Sequential cells coloured by netlist name:
Scale bar: 20 um. Other sequential cells in the stronger grey, the rest of the logic in the fainter grey.
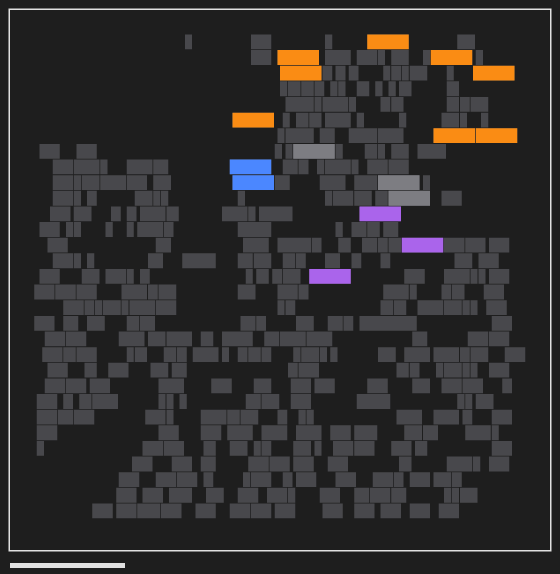
Clock network drawn from the DEF:
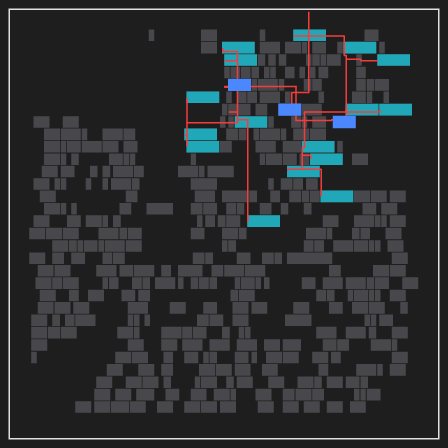
Wire density map:
The die is cut into 19 by 19 equal tiles; dark blue is low, red is high, scaled to the fullest tile. Values are wire area over tile area, all layers added.
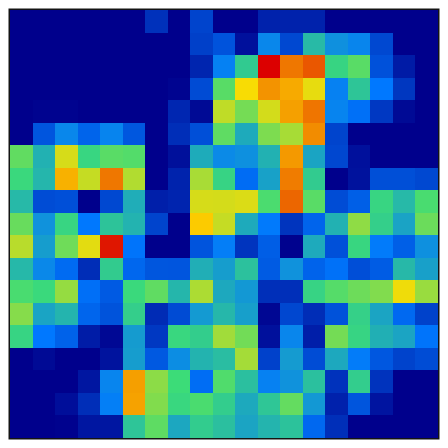
Cell outlines without signal wires:
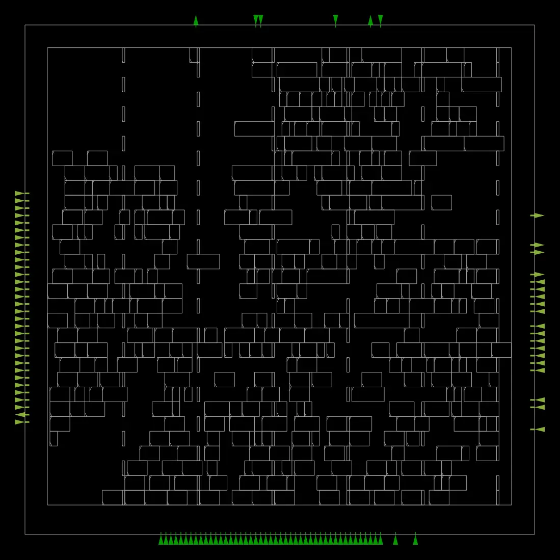
==> config.mk <==
export PLATFORM = sky130hd
export DESIGN_NAME = tx_fc_arbiter
export DESIGN_NICKNAME = d
export VERILOG_FILES = /design/src/rtl/tx_fc_arbiter_pkg.sv /design/src/rtl/tx_fc_arbiter_rr_pick.sv /design/src/rtl/tx_fc_arbiter.sv
export SDC_FILE = /design/constraint.sdc
export NUM_CORES = 1
export LEC_CHECK = 0
export CORE_MARGIN = 4
export CORE_UTILIZATION = 30
export CTS_CLUSTER_DIAMETER = 50
export CTS_CLUSTER_SIZE = 40
export DETAILED_ROUTE_END_ITERATION = 7
export SLEW_MARGIN = 20
export SYNTH_ARGS = -nofsm -noshare
export SYNTH_HDL_FRONTEND = slang
export SYNTH_SLANG_ARGS = --single-unit
==> constraint.sdc <==
create_clock -name Arb_CLK -period 6.69 [get_ports Arb_CLK]
set_input_delay 1.338 -clock Arb_CLK [delete_from_list [all_inputs] [get_ports Arb_CLK]]
set_output_delay 1.338 -clock Arb_CLK [all_outputs]
set_load 0.005 [all_outputs]
==> CHANGELOG.md <==
## Implementation

* Pins Over Slew Limit at 0
* Seq group at 0.103 mW
* Number of non-clock inverters in the layout at 42
* Yosys adder share at 19.2%
* DRC Markers at 0
* Sequential share of power at 28.4%
* Worst min path class: flop to flop
* Commonest Layout Cell: clkdlybuf4s50_1
* GP Congestion at 0.800
* CP endpoint kind: flop
* Met2 Wirelength at 2810 um
* R2r worst-path depth at 8
* CP max-delay cell: clkdlybuf4s50_1
* Antenna-violating nets left at 0
* Fin worst setup slack at 2050 ps
* First-pass GRT wire length at 9520 um
* Met3 routed WL at 379 um
* #MultiIn Comb at 222
* Fin crit share at 69.3%
* Die width at 93.9 um
* CTS tree: built
* Max-Cap Viols at 0
* OpenROAD warning count at 30
* Heaviest power group: combinational cells
* Comb power at 0.175 mW
* Switch share at 30.1%
* Top-area cell type share of the netlist area at 19.2%
* Most frequent cells in the layout: clkdlybuf4s50_1 (100), inv_1 (42), ha_1 (34)
* Startpoint Class: input pin
* Root Driver: clkbuf_8
* PortBufs at 100
* Power Dens Cells at 108 mW/mm^2
* Max transition margin at 50.6%
* FP Core Util at 30.7%
* CP Class: input pin to flop
* Placed insts at 479
* Hold Slack at 486 ps
* Register area share after synthesis at 14.5%
* Leakage at 1.43 nW
* Complex Gates by Area at 22.1%
* Number of antenna violations at the first check in global routing at 0
* Run status: complete, no violations
* Nets at 516
* IO Count at 104
* Final Cell Area at 0.00336 mm^2
* Postcts setup bufs at 0
* H-tree level count at 1
* Main logic family: simple AND/OR/NAND/NOR gates
* Slew @ Worst Pin at 739 ps
* Area growth syn-to-layout at 51.8%
* Bufs on Longest Clock Path at 2
* Number of synthesized flops with an enable pin at 0
* Main area contributors: ha_1 (19%), dfxtp_1 (14%), inv_1 (7.1%)
* Async SR Flop Fraction at 0%
* Total gr overflow at 0
* Post-Synth Simple-Gate Area at 24.1%
* Synth Cell Area at 0.00222 mm^2
* Synth mux share at 0.903%
* Non-clk bufs at 100
* Met3 Usage GRT at 2.64%
* Req. time, crit path at 6850 ps
* # Cells Yosys at 285
* DR vias/cell at 4.70
* Largest class: multi-input combinational cells
* Yosys cell types at 53
* XORs/XNORs by Area at 10.3%
* Internal power at 0.254 mW
* CTS Sinks at 16
* Die ar. at 0.00883 mm^2
* Max FFs per register at 8
* Largest net degree at the start of global routing at 13
Back to the opening pictures, 'sequential cells coloured by netlist name':
Key: orange = cnt_q [sequential cells 8]; purple = Arb_gnt [sequential cells 3]; blue = ptr_q [sequential cells 2]
fin util: 46.6%
register area: 320 um^2
flop share of the area: 9.52%

Back to the opening pictures, 'clock network drawn from the DEF':
Key: red = clock wires [length 218 um]; cyan = flip-flops [count 16]; blue = clock-net drivers [count 3]
There are 4 routed clock nets.
clock share of power: 23.4%
clk latency late pin: 250 ps
Power Clock: 0.0852 mW
clock skew: 2.56 ps

Back to the opening pictures, 'wire density map':
The fullest tile reaches 0.37. 19% of the tiles are over half the peak. The densest ninth of the die: west.
WL final: 5630 um
Vias: 2268
Total GRT Usage: 12.8%

Back to the opening pictures, 'cell outlines without signal wires':
# rows: 31
Placeable Area: 0.00721 mm^2
sequential cells: 16
# Taps: 99
filler cell count: 757

No activity file was given, so power comes from the tool's default toggle rates.
